===== src/rtl/vg64_pkg.sv =====
// Shared definitions for the vg64 video SRAM path: memory geometry,
// read-back FSM encoding and the idle levels of the SRAM control strobes.
package vg64_pkg;

    localparam int VRAM_AW = 17;
    localparam int VRAM_DW = 8;

    localparam logic CE_N_IDLE = 1'b1;
    localparam logic OE_N_IDLE = 1'b1;

    typedef enum logic [2:0] {
        IDLE      = 3'd0,
        WAIT_SLOT = 3'd1,
        DRIVE     = 3'd2,
        HOLD      = 3'd3,
        CAPTURE   = 3'd4
    } rb_state_t;

endpackage


===== src/rtl/tgl_sync.sv =====
// Three-flop synchronizer for a toggle-encoded request; evt pulses for one
// clk cycle per level change of tgl_in. All flops run on the falling edge.
module tgl_sync (
    input  logic clk,
    input  logic rst_n,
    input  logic tgl_in,
    output logic evt
);

    logic s1_q, s2_q, s3_q;
    logic s1_d, s2_d, s3_d;

    always_comb begin
        s1_d = tgl_in;
        s2_d = s1_q;
        s3_d = s2_q;
    end

    always_ff @(negedge clk or negedge rst_n) begin
        if (!rst_n) begin
            s1_q <= 1'b0;
            s2_q <= 1'b0;
            s3_q <= 1'b0;
        end else begin
            s1_q <= s1_d;
            s2_q <= s2_d;
            s3_q <= s3_d;
        end
    end

    assign evt = s2_q ^ s3_q;

endmodule


===== src/rtl/vram_readback.sv =====
// C64 read-back engine: waits for a free SRAM window, performs one read and
// holds the byte for the bus-register side. Runs on the falling edge of clk25.
module vram_readback
    import vg64_pkg::*;
#(
    parameter int AW = VRAM_AW,
    parameter int DW = VRAM_DW
) (
    input  logic          clk25,
    input  logic          rst,
    input  logic          req_tgl,
    input  logic [AW-1:0] req_addr,
    input  logic          autoinc,
    input  logic          slot,
    input  logic          ovr_clr,
    input  logic [DW-1:0] sram_din,
    output logic          sram_own,
    output logic [AW-1:0] sram_addr,
    output logic          sram_ce_n,
    output logic          sram_oe_n,
    output logic [DW-1:0] rd_data,
    output logic          rd_valid,
    output logic [AW-1:0] rd_ptr,
    output logic          overrun
);

    logic req_evt;

    tgl_sync u_req_sync (
        .clk    (clk25),
        .rst_n  (rst),
        .tgl_in (req_tgl),
        .evt    (req_evt)
    );

    rb_state_t     state_q, state_d;
    logic [AW-1:0] fetch_q, fetch_d;
    logic          own_q, own_d;
    logic [AW-1:0] addr_q, addr_d;
    logic          ce_n_q, ce_n_d;
    logic          oe_n_q, oe_n_d;
    logic [DW-1:0] data_q, data_d;
    logic          valid_q, valid_d;
    logic [AW-1:0] ptr_q, ptr_d;
    logic          ovr_q, ovr_d;

    always_comb begin
        state_d = state_q;
        fetch_d = fetch_q;
        own_d   = own_q;
        addr_d  = addr_q;
        ce_n_d  = ce_n_q;
        oe_n_d  = oe_n_q;
        data_d  = data_q;
        valid_d = valid_q;
        ptr_d   = ptr_q;
        ovr_d   = ovr_q;

        case (state_q)
            IDLE: begin
                if (req_evt) begin
                    state_d = WAIT_SLOT;
                    fetch_d = autoinc ? ptr_q : req_addr;
                    valid_d = 1'b0;
                end
            end
            WAIT_SLOT: begin
                if (slot) state_d = DRIVE;
            end
            // Strobes are registered here, so the SRAM sees them one edge
            // after the slot was taken and for exactly two cycles.
            DRIVE: begin
                own_d   = 1'b1;
                addr_d  = fetch_q;
                ce_n_d  = 1'b0;
                oe_n_d  = 1'b0;
                state_d = HOLD;
            end
            HOLD: begin
                state_d = CAPTURE;
            end
            CAPTURE: begin
                data_d  = sram_din;
                valid_d = 1'b1;
                ptr_d   = fetch_q + AW'(1);
                own_d   = 1'b0;
                ce_n_d  = CE_N_IDLE;
                oe_n_d  = OE_N_IDLE;
                state_d = IDLE;
            end
            default: begin
                state_d = IDLE;
            end
        endcase

        // A fresh overrun beats a coincident clear.
        if (ovr_clr) ovr_d = 1'b0;
        if (req_evt && (state_q != IDLE)) ovr_d = 1'b1;
    end

    always_ff @(negedge clk25 or negedge rst) begin
        if (!rst) begin
            state_q <= IDLE;
            fetch_q <= '0;
            own_q   <= 1'b0;
            addr_q  <= '0;
            ce_n_q  <= CE_N_IDLE;
            oe_n_q  <= OE_N_IDLE;
            data_q  <= '0;
            valid_q <= 1'b0;
            ptr_q   <= '0;
            ovr_q   <= 1'b0;
        end else begin
            state_q <= state_d;
            fetch_q <= fetch_d;
            own_q   <= own_d;
            addr_q  <= addr_d;
            ce_n_q  <= ce_n_d;
            oe_n_q  <= oe_n_d;
            data_q  <= data_d;
            valid_q <= valid_d;
            ptr_q   <= ptr_d;
            ovr_q   <= ovr_d;
        end
    end

    assign sram_own  = own_q;
    assign sram_addr = addr_q;
    assign sram_ce_n = ce_n_q;
    assign sram_oe_n = oe_n_q;
    assign rd_data   = data_q;
    assign rd_valid  = valid_q;
    assign rd_ptr    = ptr_q;
    assign overrun   = ovr_q;

endmodule


===== config.mk =====
export PLATFORM = sky130hd
export DESIGN_NAME = vram_readback
export DESIGN_NICKNAME = d
export VERILOG_FILES = /design/src/rtl/vg64_pkg.sv /design/src/rtl/tgl_sync.sv /design/src/rtl/vram_readback.sv
export SDC_FILE = /design/constraint.sdc
export NUM_CORES = 1
export LEC_CHECK = 0
export ABC_AREA = 1
export CAP_MARGIN = 20
export CORE_UTILIZATION = 45
export CTS_CLUSTER_DIAMETER = 120
export DETAILED_ROUTE_END_ITERATION = 7
export GPL_TIMING_DRIVEN = 0
export PLACE_DENSITY = 0.86
export SYNTH_ARGS = -nofsm -noshare
export SYNTH_HDL_FRONTEND = slang
export SYNTH_SLANG_ARGS = --single-unit

===== constraint.sdc =====
create_clock -name clk25 -period 1.3 [get_ports clk25]
set_input_delay 0.13 -clock clk25 [delete_from_list [all_inputs] [get_ports clk25]]
set_output_delay 0.13 -clock clk25 [all_outputs]
set_load 0.02 [all_outputs]

==> CHANGELOG.md, run 1 <==
## Implementation

- Worst path max stage delay: 0.55 ns
- Status: finished with violations
- Crit path to: sram_oe_n
- GRT met3 Usage: 0.07333
- Max-cap violations: 0
- Most frequent cell after synthesis: nand2_1
- ClkCell Share: 0.03211
- Syn_nets: 388
- Placed inst area: 4190 µm²
- Cell area leaders: dfrtn_1, nand2_1, mux2_2
- Clock buffer count: 14
- Synth-to-layout area growth: 75.72%
- Skew final: 0.06231 ns
- Skew-Pair Late Insertion Delay: 0.40 ns
- Dpl ws: -0.7013 ns
- Met3 wire length: 1.147 mm
- Reg2reg path depth: 8
- Signal buf overhead: 0.3096
- Final slew viol count: 0
- Sequential power: 4130 µW
- Failing checks: negative setup slack
- Fin worst setup slack: -0.6402 ns
- Die width: 86.53 µm
- YS chip area: 3216 µm²
- Setup violations, final: 95
- Antenna fix cells: 0
- Most frequent logic cell in the layout: nand2_1
- FP Core Util: 0.4707
- Top Consumer: combinational cells
- Top FF cell, synth: dfrtn_1
- Drt via density: 5.759
- Cell taking the most area after synthesis: dfrtn_1
- Cell count after placement: 528
- Non-clk invs: 31
- And+or+nand+nor area frac: 0.2051
- Number of global-route vias before repair: 3,402
- Iteration-0 DRC count of the detailed router: 440
- Number of routed nets with antenna violations: 0
- Crit path from: sram_oe_n$_DFFE_NN1P_
- Met1 Resource Use GR: 0.3538
- Total power: 13,930 µW
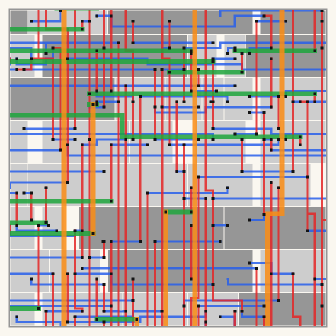
(run_1/detail.png)
Region (55, 55) to (75, 75) µm. Cells in grey, sequential cells in the stronger grey; small squares are vias.
metal 4: drawn in orange. metal 1: drawn in blue. metal 3: drawn in green. metal 2: drawn in red.
Most frequent: dfrtn_1 (8), o21ai_2 (4), buf_4 (4). 33 logic cells have their middle in the window. Netlist names of flops here include `fetch_q` (3), `sram_addr` (3), `rd_ptr` (2). Sequential cells in the window: 8.

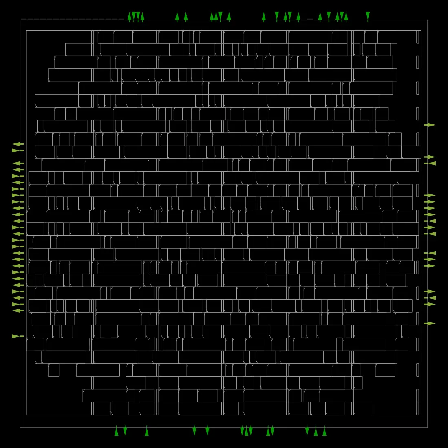
(run_1/placement.png)
tap cell count: 96
Fillers: 346
Finished Layout Cells: 619
Core Area: 6832 µm²

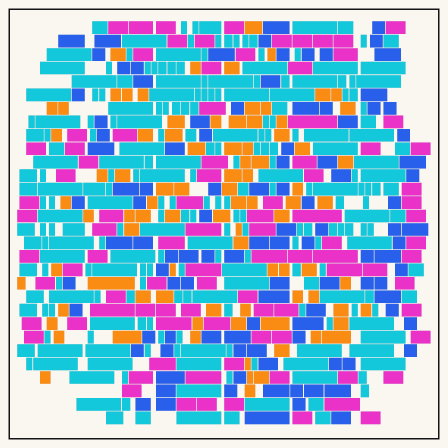
(run_1/sizes.png)
_6 and larger: drawn in magenta, cells 92, most used buf_6. _3 and _4 cells: drawn in blue, cells 106, most used buf_4. _0 and _1 cells: drawn in cyan, cells 238, most used nand2_1. _2 cells: drawn in orange, cells 87, most used nand2_2.

==> run_1/cell_density.png <==
The die is cut into 9 by 9 equal tiles; white is low, dark blue is high, 0 to 100% covered.
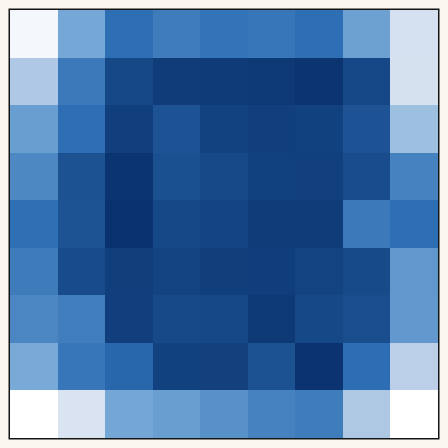

==> run 2: changes to the inputs <==
--- a/config.mk
+++ b/config.mk
@@ -12,6 +12,7 @@
 export DETAILED_ROUTE_END_ITERATION = 7
 export GPL_TIMING_DRIVEN = 0
 export PLACE_DENSITY = 0.86
+export SKIP_LAST_GASP = 1
 export SYNTH_ARGS = -nofsm -noshare
 export SYNTH_HDL_FRONTEND = slang
 export SYNTH_SLANG_ARGS = --single-unit
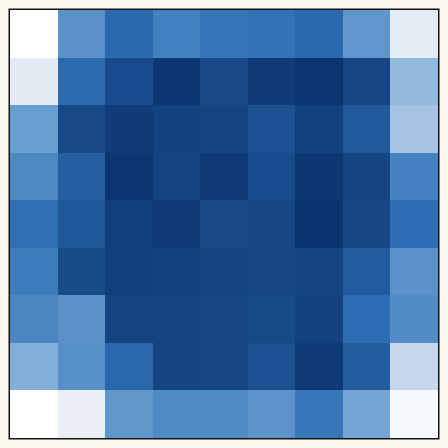
(run_2/cell_density.png)
The die is cut into 9 by 9 equal tiles; white is low, dark blue is high, 0 to 100% covered.
The emptiest ninth of the die: bottom left. The mean over all tiles is 74%. 2.5% of the tiles are nearly empty. The fullest tile reaches 99%. The densest ninth of the die: middle.

==> run 2 against run 1 <==
Against the previous run: clock power is 2% lower; synthesized cell count stayed put; cell count is 1.6% higher; worst setup slack better by 0.012 ns; highest routed layer unchanged; non-clock buffer count is 10 higher; the run still ends with negative setup slack left; critical path type unchanged.
==> CHANGELOG.md, run 2 <==
## Implementation

- Number of routed nets with antenna violations: 0
- DRC violations left: 0
- CP arrival: 1.80 ns
- Number of global-route vias before repair: 3,419
- Buf+Inv Stages, Crit Path: 2
- Cell taking the most area after synthesis: dfrtn_1
- Top FF cell, synth: dfrtn_1
- Actual slew at the worst max-slew pin: 0.8685 ns
- Syn_nets: 388
- Final slew viol count: 0
- MUX share of area: 0.05953
- Dpl ws: -0.7013 ns
- Crit path from: sram_oe_n$_DFFE_NN1P_
- CP Capture Type: output pin
- Sequential Area: 1728 µm²
- Status: finished with violations
- Fillers: 335
- Iteration-0 DRC count of the detailed router: 453
- Total Neg Setup Slack: -22.06 ns
- Largest cell class by area: non-clock buffers
- Sequential power: 4110 µW
- Top Consumer: combinational cells
- Max-cap violations: 0
- Gate power share: 0.585
- Design area: 5672 µm²
- Cell family with most CP delay: flip-flops
- Drt via density: 5.583
- ClkCell Share: 0.03199
- And+or+nand+nor area frac: 0.2051
- Flop share of the area: 0.3047
- Crit path to: sram_oe_n
- Failing checks: negative setup slack
- Antenna fix cells: 0
- Fin worst setup slack: -0.6284 ns
- Post-synthesis adder-cell area fraction: 0.003891
- Cell area leaders: dfrtn_1, nand2_1, mux2_2
- Tap cell count: 96
- Part of the power in registers: 0.295
- RSZ-0062 raised after global routing: yes
- Met1 Resource Use GR: 0.3456
- YS chip area: 3216 µm²
- Hold Path Stages: 0
- Post-synth ARST share: 1.000
- GRT met3 Usage: 0.07714
- Setup violations, final: 99
- Most frequent logic cell in the layout: nand2_1
- Skew final: 0.05777 ns
- Reg2reg path depth: 8
- Switching Fraction: 0.4170
- Yosys Instances: 356
- FP Core Util: 0.4707
- Synth-to-layout area growth: 76.38%
- Clock buffer count: 14
- Finished Layout Cells: 629
- Cell count after placement: 528
- Die width: 86.53 µm
- Non-clk invs: 31
- Synth Seq Share: 0.5374
- WHS Endpoint: u_req_sync.s2_q$_DFF_NN0_
- Skew-Pair Late Insertion Delay: 0.40 ns
- Core Area: 6832 µm²
No activity file was given, so power comes from the tool's default toggle rates.
